$ cat config.mk
export PLATFORM = sky130hd
export DESIGN_NAME = sdram_rd_byte_streamer
export DESIGN_NICKNAME = d
export VERILOG_FILES = /design/src/rtl/sdram_rd_byte_streamer.sv
export SDC_FILE = /design/constraint.sdc
export NUM_CORES = 1
export LEC_CHECK = 0
export CORE_MARGIN = 2
export CORE_UTILIZATION = 53
export DETAILED_ROUTE_END_ITERATION = 7
export GPL_ROUTABILITY_DRIVEN = 0
export PLACE_DENSITY = 0.85
export SYNTH_ARGS = -nofsm -noshare
export SYNTH_HDL_FRONTEND = slang
export SYNTH_SLANG_ARGS = --single-unit
$ cat constraint.sdc
create_clock -name clk -period 4.75 [get_ports clk]
set_clock_uncertainty 0.1 [all_clocks]
set_input_delay 0.7125 -clock clk [delete_from_list [all_inputs] [get_ports clk]]
set_output_delay 0.7125 -clock clk [all_outputs]
set_load 0.05 [all_outputs]
$ cat src/rtl/sdram_rd_byte_streamer.sv
// Drains 16-bit words from the SDRAM read FIFO and serialises each word into two bytes on a
// valid/ready stream. A transfer of XFER_WORDS words starts on a start pulse while idle.
module sdram_rd_byte_streamer #(
  parameter int unsigned XFER_WORDS = 1024,
  parameter int unsigned THRESH     = 8,
  parameter bit          MSB_FIRST  = 1'b1
) (
  input  logic        clk,
  input  logic        rst,
  input  logic        start,
  output logic        rd_valid,
  input  logic [9:0]  rd_fifo_num,
  output logic        rd_fifo_rd_req,
  input  logic [15:0] rd_fifo_rd_data,
  output logic [7:0]  tx_data,
  output logic        tx_valid,
  input  logic        tx_ready,
  output logic        busy,
  output logic        done
);

  localparam logic [23:0] XferWords = 24'(XFER_WORDS);
  localparam logic [23:0] Thresh    = 24'(THRESH);

  typedef enum logic [2:0] {
    StIdle, StFill, StPop, StCapt, StB0, StB1, StDone
  } state_e;

  state_e      state_q, state_d;
  logic [23:0] remaining_q, remaining_d;
  logic [15:0] word_q, word_d;
  logic [7:0]  tx_data_q, tx_data_d;
  logic        tx_valid_q, tx_valid_d;
  logic        rd_req_q, rd_req_d;
  logic        rd_valid_q, rd_valid_d;
  logic        busy_q, busy_d;
  logic        done_q, done_d;

  logic [23:0] fill_min;
  logic [23:0] num_ext;

  // Byte-lane selection for the first and second byte of a word.
  function automatic logic [7:0] first_byte(input logic [15:0] w);
    return MSB_FIRST ? w[15:8] : w[7:0];
  endfunction

  function automatic logic [7:0] second_byte(input logic [15:0] w);
    return MSB_FIRST ? w[7:0] : w[15:8];
  endfunction

  // State and registered outputs.
  always_ff @(posedge clk) begin
    if (rst) begin
      state_q     <= StIdle;
      remaining_q <= '0;
      word_q      <= '0;
      tx_data_q   <= '0;
      tx_valid_q  <= 1'b0;
      rd_req_q    <= 1'b0;
      rd_valid_q  <= 1'b0;
      busy_q      <= 1'b0;
      done_q      <= 1'b0;
    end else begin
      state_q     <= state_d;
      remaining_q <= remaining_d;
      word_q      <= word_d;
      tx_data_q   <= tx_data_d;
      tx_valid_q  <= tx_valid_d;
      rd_req_q    <= rd_req_d;
      rd_valid_q  <= rd_valid_d;
      busy_q      <= busy_d;
      done_q      <= done_d;
    end
  end

  // Next-state and next-output logic; pop request is raised on entry to StPop so the
  // registered rd_fifo_rd_req is high for exactly the StPop cycle.
  always_comb begin
    state_d     = state_q;
    remaining_d = remaining_q;
    word_d      = word_q;
    tx_data_d   = tx_data_q;
    tx_valid_d  = tx_valid_q;
    rd_req_d    = 1'b0;
    rd_valid_d  = rd_valid_q;
    busy_d      = busy_q;
    done_d      = 1'b0;

    // Short tail transfers only wait for what is still owed, avoiding a deadlock.
    fill_min = (Thresh < remaining_q) ? Thresh : remaining_q;
    num_ext  = {14'd0, rd_fifo_num};

    unique case (state_q)
      StIdle: begin
        if (start) begin
          remaining_d = XferWords;
          busy_d      = 1'b1;
          rd_valid_d  = 1'b1;
          state_d     = StFill;
        end
      end
      StFill: begin
        if ((num_ext >= fill_min) && (rd_fifo_num != 10'd0)) begin
          rd_req_d = 1'b1;
          state_d  = StPop;
        end
      end
      StPop: begin
        remaining_d = remaining_q - 24'd1;
        state_d     = StCapt;
      end
      StCapt: begin
        word_d     = rd_fifo_rd_data;
        tx_data_d  = first_byte(rd_fifo_rd_data);
        tx_valid_d = 1'b1;
        state_d    = StB0;
      end
      StB0: begin
        if (tx_ready) begin
          tx_data_d = second_byte(word_q);
          state_d   = StB1;
        end
      end
      StB1: begin
        if (tx_ready) begin
          tx_valid_d = 1'b0;
          if (remaining_q == 24'd0) begin
            done_d     = 1'b1;
            busy_d     = 1'b0;
            rd_valid_d = 1'b0;
            state_d    = StDone;
          end else if (rd_fifo_num != 10'd0) begin
            // Burst continues without re-checking the threshold.
            rd_req_d = 1'b1;
            state_d  = StPop;
          end else begin
            state_d = StFill;
          end
        end
      end
      StDone: begin
        state_d = StIdle;
      end
      default: begin
        state_d = StIdle;
      end
    endcase
  end

  assign rd_valid       = rd_valid_q;
  assign rd_fifo_rd_req = rd_req_q;
  assign tx_data        = tx_data_q;
  assign tx_valid       = tx_valid_q;
  assign busy           = busy_q;
  assign done           = done_q;

endmodule

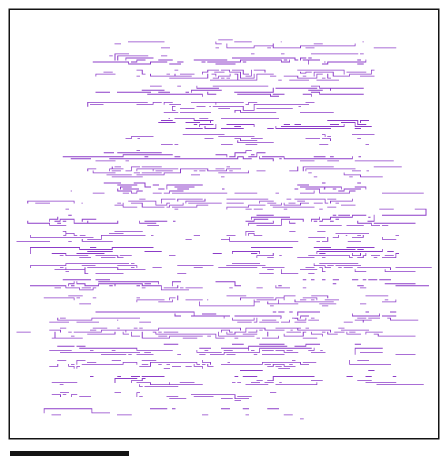
**Above:** run 1 (met1 routing).
The bar under the picture is 20 µm long.
share of all routed wire: 43%
wire length on this layer: 2240 µm
longest straight run: 21.6 µm
wirelength, routed: 5170 µm
grt met1 use: 22.8%
routed vias: 2271

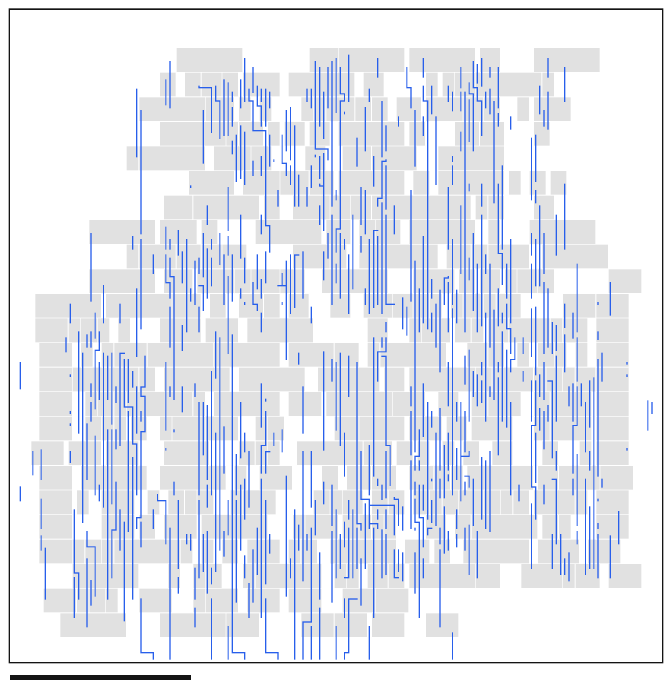
**Above:** run 1 (metal 2).
The bar under the picture is 20 µm long. Cells faint in the background.
nets with wire on the layer: 320
longest straight run: 35.2 µm
wire length on this layer: 2560 µm
met2 Resource Use GR: 37.5%

==> results.yml, run 1 <==
# synthesis and place-and-route metrics
run:
  warnings: 26
  maxCapViolCount: 0
final_timing:
  totalNegativeSetupSlack_ns: 0
  grt_setup_unrepaired: "false"
  worst_slew_margin_rel_pct: 27.3
pwr:
  internal_power_uw: 878
  power.density_cell_area_nw_per_um2: 471
  power.group.top: "combinational cells"
  net_switching_share_of_the_total_power_pct: 38.4
routing:
  antenna_violating_nets_post_route: 0
  wl_met3_um: 310
  route.detailed.vias_per_inst: 5.85
critical_path:
  r2r-end: "state_q[0]"
  data_arrival_time_at_the_worst_slack_endpoint_ns: 3.74
  crit_slowest_cell: "sky130_fd_sc_hd__or4_4"
  critical_path_capture_point: "state_q[0]"
  depth_of_the_worst_register_to_register_path: 12
cells_and_area:
  diodes: 0
  regMostFlops: "remaining_q"
hold_path:
  worstHoldStart: "word_q[2]"
  worstHoldPathType: "flip-flop to flip-flop"
logic_synthesis:
  simple_gate_area_share_pct: 29.3
  synth.ff_latch_count: 47
  summed_standard_cell_area_reported_by_yosys_um2: 2460
global_route:
  grt_max_degree: 46
floorplan:
  initial_core_util_pct: 55.8
  fp_rows: 24
placed_design:
  dpl_worst_slack_ns: 1.22
status:
  status: "finished, final reports clean"
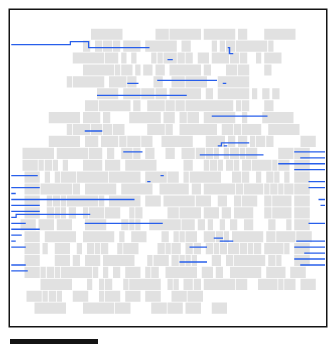
**Above:** run 1 (signal wires on met3).
The bar under the picture is 20 µm long. Cells faint in the background.
wire length on this layer: 311 µm
longest straight run: 27.8 µm
main direction: horizontal
share of all routed wire: 6.0%
nets with wire on the layer: 44

## run 1: final cells by class
type / instances / area (µm²)
Sequential cell: 47 / 941
Clock buffer: 5 / 68.8
Clock inverter: 3 / 47.5
Tap cell: 52 / 65.1
Timing Repair Buffer: 44 / 435
Inverter: 7 / 26.3
Multi-Input combinational cell: 230 / 1440
Fill cell: 379 / 1390
## run 1: through the flow
| step | std cells | hold slack, ns | total power, µW |
|---|---|---|---|
| floorplan | 300 | 0.336 | 998 |
| global placement | 380 | 0.343 | 1110 |
| detailed placement | 380 | 0.352 | 1120 |
| CTS | 388 | 0.365 | 1430 |
| global route | 388 | 0.388 | 1520 |
| finish | 388 | 0.365 | 1420 |
## Run 2: what changed since run 1
clock period = 3.5 ns   (was 4.75 ns; I/O delays follow)
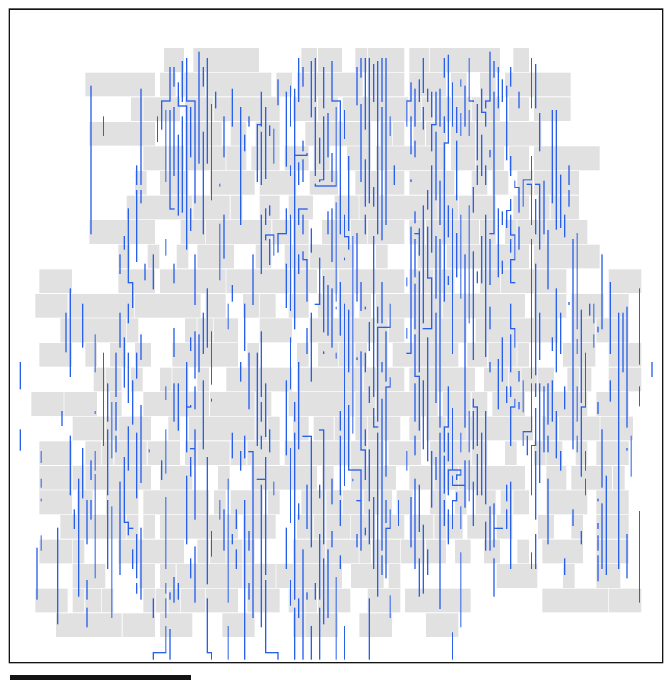
**Above:** run 2 (metal 2).
The bar under the picture is 20 µm long. Cells faint in the background.
wire length on this layer: 2750 µm
longest straight run: 28.2 µm

==> run 2 against run 1 <==
Utilization increased by 2.7 points. Area after synthesis did not move. Wire length increased by 8.4%. Die area unchanged. Highest routed layer unchanged. Non-clock buffer count rose by 9. Combinational power up 69%. Largest cell class unchanged. Sequential share of layout area down 1.1 points. Clock power increased by 5%. Setup slack got worse by 1.0 ns. Global-route usage is 1.2 points higher. Final cell count is 2.3% higher.
==> results.yml, run 2 <==
# synthesis and place-and-route metrics
critical_path:
  r2r-end: "state_q[0]"
  depth_of_the_worst_register_to_register_path: 12
logic_synthesis:
  synth.ff_latch_count: 47
cells_and_area:
  seqAreaFraction_pct: 30.0
  design.seq.count: 47
  seqCellArea_um2: 945
  final.signal_inverter_count: 7
  fillCellCount: 362
  clock_area_share_pct: 2.59
  regMostFlops: "remaining_q"
  dominant-cell-class: "combinational gates"
routing:
  wirelength_um: 5600
  route.detailed.vias_per_inst: 5.87
  antenna_violating_nets_post_route: 0
run:
  maxCapViolCount: 0
global_route:
  use_met1_pct: 26.6
pwr:
  power.density_cell_area_nw_per_um2: 649
placed_design:
  dpl_worst_slack_ns: -0.0431
  placed_cell_count: 387
final_timing:
  totalNegativeSetupSlack_ns: 0
  finalHoldWorstSlack_ns: 0.358
status:
  status: "finished, final reports clean"
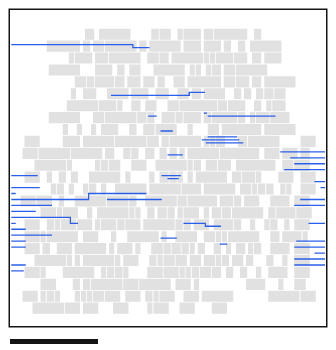
**Above:** run 2 (signal wires on met3).
The bar under the picture is 20 µm long. Cells faint in the background.
main direction: horizontal
share of all routed wire: 5.6%
nets with wire on the layer: 38
wire length on this layer: 311 µm
met3 Resource Use GR: 5.28%
routed vias: 2330

## run 2: cell types whose count changed in the layout (fill, tap and decap cells not counted), moves of 2 or more
cell                       previous run  this run
sky130_fd_sc_hd__a21oi_1             41        39
sky130_fd_sc_hd__clkbuf_1             0         2
sky130_fd_sc_hd__ha_4                 0         3
sky130_fd_sc_hd__or3_4                2         4
sky130_fd_sc_hd__dfxtp_1             47        44
sky130_fd_sc_hd__ha_1                11         8
sky130_fd_sc_hd__dfxtp_2              0         3
sky130_fd_sc_hd__or3_1                8         6
sky130_fd_sc_hd__buf_4                2        11
## run 2: where the power goes
group	internal, µW	switching (µW)	total [µW]	leakage [µW]
Sequential	616	93.6	709	0.000382
Clock	140	174	314	0.0000422
Combinational	475	541	1020	0.000688
## Run 3: what changed since run 2
CELL_PAD_IN_SITES_DETAIL_PLACEMENT = 0   (was default)
CELL_PAD_IN_SITES_GLOBAL_PLACEMENT = 1   (was default)
CORE_UTILIZATION = 39   (was 53)
PLACE_DENSITY = 0.8   (was 0.85)
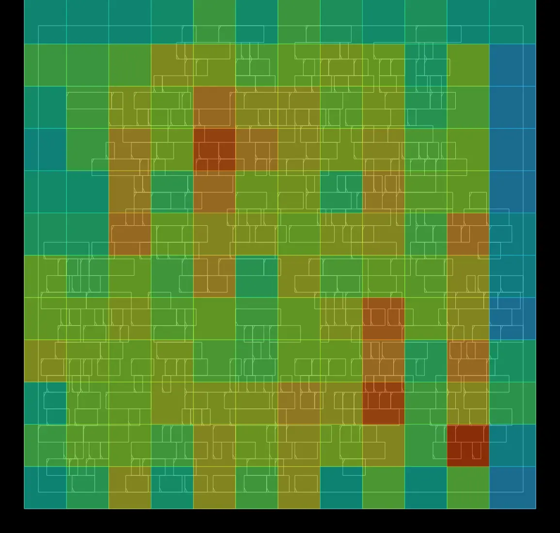
**Above:** run 3 (routing congestion map).
mean routed wirelength per cell: 12.6 µm
final core occ: 51.7%
layer with the highest usage: met2
met3 Resource Use GR: 3.96%
met2 Resource Use GR: 25.4%

==> run 3 against run 2 <==
Utilization is 19 points lower. Critical path type unchanged. Power is 3.9% lower. Combinational power is 8% lower. Critical endpoint unchanged.
==> results.yml, run 3 <==
# synthesis and place-and-route metrics
logic_synthesis:
  summed_standard_cell_area_reported_by_yosys_um2: 2460
  synth.yosys.num_cells: 295
  yosys.area.top_type: "sky130_fd_sc_hd__dfxtp_1"
  synth.ff_latch_count: 47
clock_tree:
  buffer_type_at_the_clock_tree_root: "sky130_fd_sc_hd__clkbuf_8"
  total_cts_buffers: 5
  cts_tree: "done"
pwr:
  fin_total_pwr_uw: 1960
critical_path:
  depth_of_the_worst_register_to_register_path: 12
  critical_path_capture_point: "state_q[0]"
  r2r-end: "state_q[0]"
  crit_slowest_cell: "sky130_fd_sc_hd__or4_4"
  data_arrival_time_at_the_worst_slack_endpoint_ns: 3.45
  worst_r2r_startpoint: "remaining_q[13]"
cells_and_area:
  fillCellCount: 592
  mi_logic_area_um2: 1490
  final-instance-count-excl-fill: 417
  seqCellArea_um2: 942
  diodes: 0
  regMostFlops: "remaining_q"
final_timing:
  totalNegativeSetupSlack_ns: 0
  finalHoldWorstSlack_ns: 0.358
  grt_setup_unrepaired: "true"
  finalSetupViolations: 0
  worst_slew_margin_rel_pct: 27.0
  count_of_final_max_slew_check_failures: 0
routing:
  antenna_violating_nets_post_route: 0
  route.detailed.vias_per_inst: 5.35
  wirelength_um: 5240
  drc: 0
  routed-via-count: 2229
  wl_met3_um: 261
global_route:
  antenna_violations_before_repair: 0
  grt_max_degree: 26
  use_met1_pct: 19.5
placed_design:
  placed_cell_count: 408
  dpl_worst_slack_ns: 0.00814
status:
  status: "finished, final reports clean"
run:
  warnings: 27
  maxCapViolCount: 0
hold_path:
  worstHoldPathType: "flip-flop to flip-flop"
  worstHoldStart: "word_q[4]"
floorplan:
  fp_rows: 28
  initial_core_util_pct: 40.9
  io_pins: 43
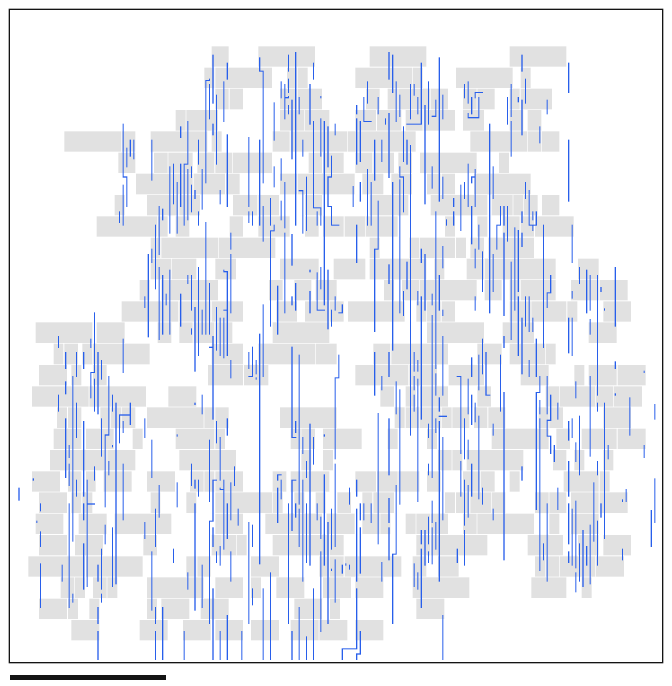
**Above:** run 3 (metal 2).
The bar under the picture is 20 µm long. Cells faint in the background.
nets with wire on the layer: 322
longest straight run: 37.1 µm

[run 3: cell counts after synthesis]
No cell type changed its count.
[run 3: cell families after synthesis]
logic type	after synthesis	share of synthesized area, %
mux	13	5.49
flops	47	38.2
simple gates	130	29.3
buf+inv	23	4.06
compound gates	70	17.2
other cells	1	0.152
fa+ha+maj	11	5.59
[run 3: layout make-up]
class / instances / area share, %
clock buffers: 7 / 2.45
clock inverters: 1 / 0.161
inverters: 7 / 0.843
multi-input cells: 230 / 47.9
flip-flops and latches: 47 / 30.2
well taps: 75 / 3.01
repair buffers: 50 / 15.4
[run 3: report_power, final]
part / switching [µW] / total, µW / leakage [µW] / internal, µW
clock: 173 / 313 / 0.0000422 / 140
sequential: 92.2 / 707 / 0.000381 / 615
combinational: 490 / 939 / 0.000679 / 449
total: 755 / 1960 / 0.00110 / 1200

==> gallery <==
Local utilization.
image #1
The die is cut into 7 by 7 equal tiles; white is low, dark blue is high, 0 to 100% covered.
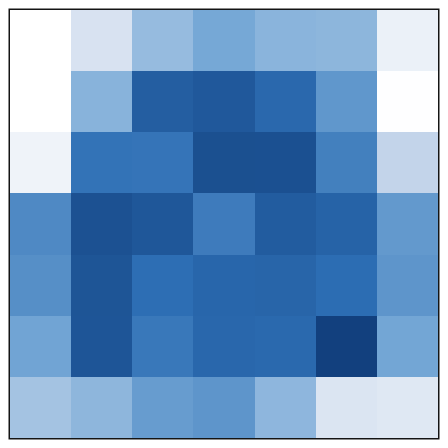
image #2
The die is cut into 7 by 7 equal tiles; white is low, dark blue is high, 0 to 100% covered.
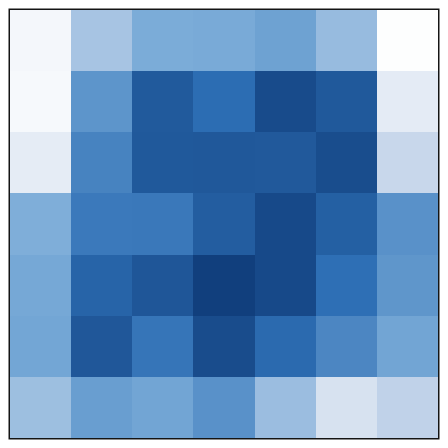
image #3
The die is cut into 8 by 8 equal tiles; white is low, dark blue is high, 0 to 100% covered.
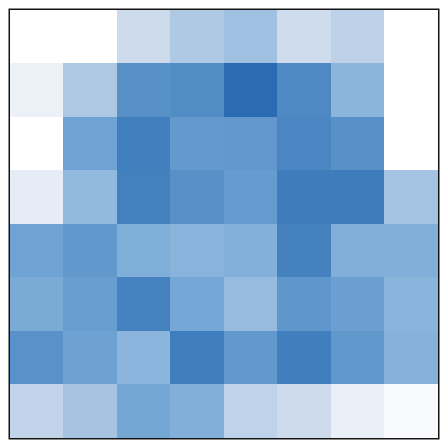
The one with the lowest utilization is image #3.
- run 2 = image #2
- run 1 = image #1
- run 3 = image #3

Key to image #3:
tiles over 75% full: 1.6%
mean over tiles: 43%
nearly empty tiles: 9.4%
emptiest ninth of the die: upper left
fullest tile: 76%

Power figures rest on the tool's default switching activity, not on a simulated workload.
